==> src/rtl/aes_gcm_ghash_engine.sv <==
// GHASH/tag engine for AES-GCM: folds masked AAD and ciphertext blocks into S with a
// digit-serial GF(2^128) multiplier, then absorbs len(A)||len(C) and returns S ^ E(K,J0).
//
// state  | meaning
// IDLE   | S = 0, waiting for i_start to capture H, EJ0 and lengths
// ABSORB | o_blk_ready high while data blocks remain; handshake loads S ^ X
// MULT   | MULT_CYC cycles of the Z/V shift-add loop, DIGIT_BITS bits of H per cycle
// LEN    | loads S ^ (len(A) || len(C)) into the multiplier
// TAG    | o_tag/o_tag_valid held until i_tag_ready
module aes_gcm_ghash_engine #(
  parameter int DIGIT_BITS = 8,
  parameter int TAG_BITS   = 128
) (
  input  logic         clk,
  input  logic         i_rst_n,
  input  logic         i_start,
  input  logic [0:127] i_h,
  input  logic [0:127] i_encrypted_j0,
  input  logic [0:63]  i_aad_bits,
  input  logic [0:63]  i_text_bits,
  input  logic         i_blk_valid,
  output logic         o_blk_ready,
  input  logic [0:127] i_blk_data,
  output logic         o_tag_valid,
  input  logic         i_tag_ready,
  output logic [0:127] o_tag,
  output logic         o_busy,
  output logic         o_err
);

  localparam int MULT_CYC = 128 / DIGIT_BITS;
  localparam int CNT_W    = $clog2(MULT_CYC + 1);
  localparam logic [0:127] R_POLY = {8'hE1, 120'd0};

  function automatic logic [0:127] lead_mask(input int n);
    logic [0:127] m;
    for (int i = 0; i < 128; i++) m[i] = (i < n);
    return m;
  endfunction

  localparam logic [0:127] TAG_MASK = lead_mask(TAG_BITS);

  typedef enum logic [2:0] {
    S_IDLE   = 3'd0,
    S_ABSORB = 3'd1,
    S_MULT   = 3'd2,
    S_LEN    = 3'd3,
    S_TAG    = 3'd4
  } state_t;

  state_t r_state;
  state_t w_state_nxt;

  logic [0:127]     r_h;
  logic [0:127]     r_ej0;
  logic [0:63]      r_aad_bits;
  logic [0:63]      r_text_bits;
  logic [63:0]      r_na_left;
  logic [63:0]      r_nc_left;
  logic [0:127]     r_s;
  logic [0:127]     r_z;
  logic [0:127]     r_v;
  logic [0:127]     r_hsh;
  logic [CNT_W-1:0] r_cnt;
  logic             r_final;
  logic [0:127]     r_tag;
  logic             r_tag_valid;
  logic             r_err;

  logic [63:0]  w_na_init;
  logic [63:0]  w_nc_init;
  logic         w_blocks_left;
  logic         w_is_aad;
  logic         w_last_of_kind;
  logic [6:0]   w_last_bits;
  logic [0:127] w_mask;
  logic [0:127] w_blk;
  logic         w_ready;
  logic         w_hs;
  logic         w_mult_done;
  logic [0:127] w_z;
  logic [0:127] w_v;
  logic [0:127] w_hsh_nxt;

  // Carry-safe ceil(len/128): no overflow even at len = 2^64-1.
  assign w_na_init = (i_aad_bits >> 7) + {63'd0, |i_aad_bits[57:63]};
  assign w_nc_init = (i_text_bits >> 7) + {63'd0, |i_text_bits[57:63]};

  assign w_blocks_left  = (r_na_left != 64'd0) || (r_nc_left != 64'd0);
  assign w_is_aad       = (r_na_left != 64'd0);
  assign w_last_of_kind = w_is_aad ? (r_na_left == 64'd1) : (r_nc_left == 64'd1);
  assign w_last_bits    = w_is_aad ? r_aad_bits[57:63] : r_text_bits[57:63];
  assign w_mask         = (w_last_of_kind && (w_last_bits != 7'd0))
                          ? ~({128{1'b1}} >> w_last_bits) : {128{1'b1}};
  assign w_blk          = i_blk_data & w_mask;
  assign w_hs           = w_ready && i_blk_valid;
  assign w_mult_done    = (r_cnt == CNT_W'(1));

  // One digit of the Z/V loop: Z ^= V for each set H bit, V = V*x mod the GCM polynomial.
  always_comb begin
    w_z = r_z;
    w_v = r_v;
    for (int d = 0; d < DIGIT_BITS; d++) begin
      if (r_hsh[d]) w_z = w_z ^ w_v;
      w_v = w_v[127] ? ((w_v >> 1) ^ R_POLY) : (w_v >> 1);
    end
  end

  generate
    if (DIGIT_BITS == 128) begin : g_full_digit
      assign w_hsh_nxt = '0;
    end else begin : g_part_digit
      assign w_hsh_nxt = {r_hsh[DIGIT_BITS:127], {DIGIT_BITS{1'b0}}};
    end
  endgenerate

  always_comb begin
    w_state_nxt = r_state;
    w_ready     = 1'b0;
    case (r_state)
      S_IDLE: begin
        if (i_start) w_state_nxt = S_ABSORB;
      end
      S_ABSORB: begin
        if (!w_blocks_left) begin
          w_state_nxt = S_LEN;
        end else begin
          w_ready = 1'b1;
          if (i_blk_valid) w_state_nxt = S_MULT;
        end
      end
      S_MULT: begin
        if (w_mult_done) begin
          if (r_final)            w_state_nxt = S_TAG;
          else if (w_blocks_left) w_state_nxt = S_ABSORB;
          else                    w_state_nxt = S_LEN;
        end
      end
      S_LEN: begin
        w_state_nxt = S_MULT;
      end
      S_TAG: begin
        if (i_tag_ready) w_state_nxt = S_IDLE;
      end
      default: w_state_nxt = S_IDLE;
    endcase
  end

  always_ff @(posedge clk or negedge i_rst_n) begin
    if (!i_rst_n) r_state <= S_IDLE;
    else          r_state <= w_state_nxt;
  end

  always_ff @(posedge clk or negedge i_rst_n) begin
    if (!i_rst_n) begin
      r_h         <= '0;
      r_ej0       <= '0;
      r_aad_bits  <= '0;
      r_text_bits <= '0;
      r_na_left   <= '0;
      r_nc_left   <= '0;
      r_s         <= '0;
      r_z         <= '0;
      r_v         <= '0;
      r_hsh       <= '0;
      r_cnt       <= '0;
      r_final     <= 1'b0;
      r_tag       <= '0;
      r_tag_valid <= 1'b0;
      r_err       <= 1'b0;
    end else begin
      r_err <= i_start && (r_state != S_IDLE);
      case (r_state)
        S_IDLE: begin
          if (i_start) begin
            r_h         <= i_h;
            r_ej0       <= i_encrypted_j0;
            r_aad_bits  <= i_aad_bits;
            r_text_bits <= i_text_bits;
            r_na_left   <= w_na_init;
            r_nc_left   <= w_nc_init;
          end
        end
        S_ABSORB: begin
          if (w_hs) begin
            r_v   <= r_s ^ w_blk;
            r_z   <= '0;
            r_hsh <= r_h;
            r_cnt <= CNT_W'(MULT_CYC);
            if (w_is_aad) r_na_left <= r_na_left - 64'd1;
            else          r_nc_left <= r_nc_left - 64'd1;
          end
        end
        S_LEN: begin
          r_v     <= r_s ^ {r_aad_bits, r_text_bits};
          r_z     <= '0;
          r_hsh   <= r_h;
          r_cnt   <= CNT_W'(MULT_CYC);
          r_final <= 1'b1;
        end
        S_MULT: begin
          r_z   <= w_z;
          r_v   <= w_v;
          r_hsh <= w_hsh_nxt;
          r_cnt <= r_cnt - CNT_W'(1);
          if (w_mult_done) begin
            r_s <= w_z;
            if (r_final) begin
              r_tag       <= (w_z ^ r_ej0) & TAG_MASK;
              r_tag_valid <= 1'b1;
            end
          end
        end
        S_TAG: begin
          if (i_tag_ready) begin
            r_tag_valid <= 1'b0;
            r_tag       <= '0;
            r_s         <= '0;
            r_final     <= 1'b0;
          end
        end
        default: ;
      endcase
    end
  end

  assign o_blk_ready = w_ready;
  assign o_tag_valid = r_tag_valid;
  assign o_tag       = r_tag;
  assign o_busy      = (r_state != S_IDLE);
  assign o_err       = r_err;

endmodule

==> config.mk <==
export PLATFORM = sky130hd
export DESIGN_NAME = aes_gcm_ghash_engine
export DESIGN_NICKNAME = d
export VERILOG_FILES = /design/src/rtl/aes_gcm_ghash_engine.sv
export SDC_FILE = /design/constraint.sdc
export NUM_CORES = 2
export LEC_CHECK = 0
export ABC_AREA = 0
export CORE_MARGIN = 10
export CORE_UTILIZATION = 53
export DETAILED_ROUTE_END_ITERATION = 7
export PLACE_DENSITY_LB_ADDON = 0.05
export SETUP_SLACK_MARGIN = 0.5
export SLEW_MARGIN = 20
export SYNTH_ARGS = -nofsm -noshare
export SYNTH_HDL_FRONTEND = slang
export SYNTH_SLANG_ARGS = --single-unit
export TNS_END_PERCENT = 30
==> constraint.sdc <==
create_clock -name clk -period 3.55 [get_ports clk]
set_input_delay 0.71 -clock clk [delete_from_list [all_inputs] [get_ports clk]]
set_output_delay 0.71 -clock clk [all_outputs]
set_load 0.05 [all_outputs]
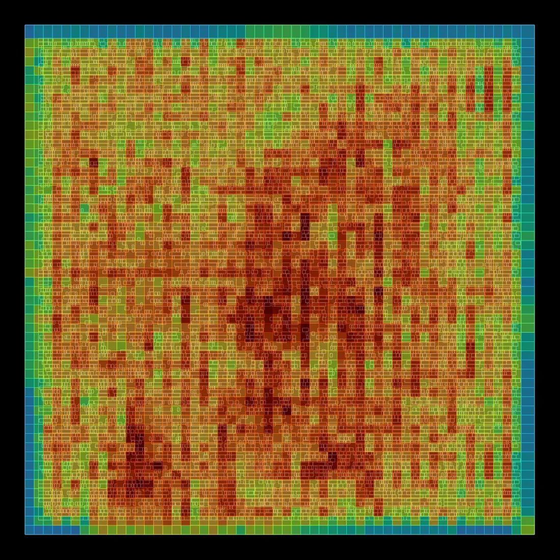
Fig. 1. Routing congestion.
met2 Use GR: 0.542
GR Layer Usage met1: 0.533
grt met3 use: 0.132

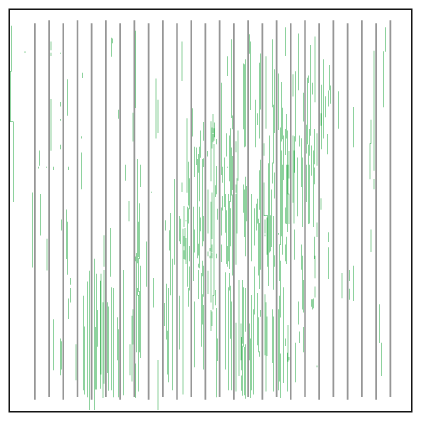
Fig. 2. Signal wires on met4.
Supply wires on this layer in grey.
share of all routed wire: 5.0%
nets with wire on the layer: 278
main direction: vertical
longest straight run: 158 um

==> results.sh <==
# flow metrics
export IMPL_outcome="finished with violations"
export IMPL_failed_checks="negative setup slack"
export IMPL_finalHoldViolations=0
export IMPL_post_place_cells=10900
export IMPL_crit_type="reg -> out"
export IMPL_register_area_mm2=0.0291
export IMPL_setup_violations=422
export IMPL_setup_slack_ns=-0.454
export IMPL_clockBufferCount=182
export IMPL_ys_sh_simple=0.222
export IMPL_synthTopLogicFamily="simple AND/OR/NAND/NOR gates"
export IMPL_die_area_mm2=0.146
export IMPL_drt_pass1_iter_count=8
export IMPL_synth_edff_count=0
export IMPL_drc_errors=0
export IMPL_ys_seq_frac=0.417
export IMPL_clk_latency_ns=0.79
export IMPL_cp_endpoint="o_blk_ready"
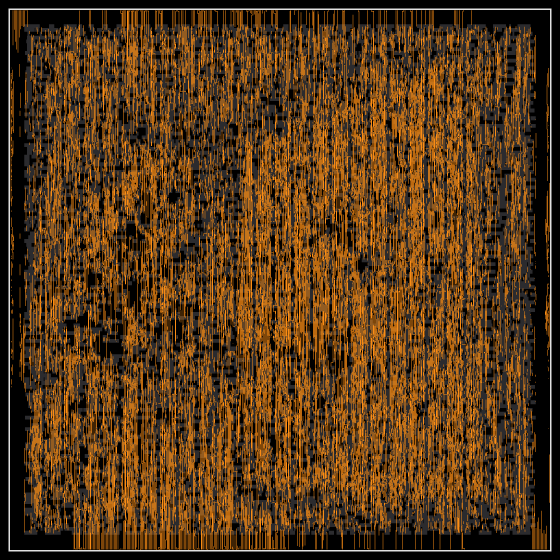
Fig. 3. M2 wires.
longest straight run: 105 um
main direction: vertical
nets with wire on the layer: 8011
share of all routed wire: 41%
vias after detailed routing: 67900
DRT Wirelength: 291000 um

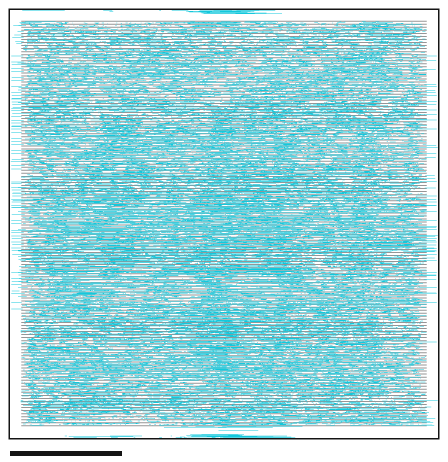
Fig. 4. M1 wires.
The bar under the picture is 100 um long. Supply wires on this layer in grey.
share of all routed wire: 41%
nets with wire on the layer: 9034
wire length on this layer: 119 mm

==> cell usage after synthesis, drive strengths merged, types with 6 or more instances <==
| master | instances | area [um2] |
|---|---|---|
| nand2 | 2814 | 10600 |
| o221ai | 26 | 228 |
| a31oi | 171 | 1070 |
| or4 | 12 | 97.6 |
| and3 | 27 | 169 |
| or3 | 44 | 275 |
| a41oi | 7 | 61.3 |
| nor2 | 409 | 1540 |
| xor2 | 356 | 3120 |
| o22ai | 118 | 738 |
| o41ai | 12 | 105 |
| xnor2 | 1035 | 9060 |
| mux2 | 33 | 372 |
| a211oi | 18 | 135 |
| o31ai | 17 | 128 |
| a21o | 8 | 60.1 |
| nand2b | 19 | 119 |
| o21a | 6 | 45.0 |
| nand4 | 51 | 319 |
| and4 | 8 | 70.1 |
| nor3b | 13 | 97.6 |
| a22o | 255 | 2230 |
| nor4 | 62 | 388 |
| inv | 31 | 116 |
| nand4b | 10 | 87.6 |
| mux2i | 50 | 500 |
| a21oi | 314 | 1570 |
| o211ai | 29 | 223 |
| dfrtp | 1163 | 29100 |
| ha | 10 | 125 |
| nor3 | 81 | 427 |
| clkbuf | 493 | 1850 |
| nor2b | 8 | 50.1 |
| buf | 177 | 724 |
| o21ai | 366 | 1830 |
| or2 | 11 | 68.8 |
| o22a | 11 | 96.3 |
| nand3 | 158 | 791 |
| a32oi | 18 | 158 |
| a22oi | 20 | 150 |
| and2 | 39 | 244 |
==> metal layers <==
layer | track usage | part of all wire
met1 | 0.533 | 0.41
met2 | 0.542 | 0.41
met3 | 0.132 | 0.13
met4 | 0.167 | 0.050
met5 | 0 | 0.00076
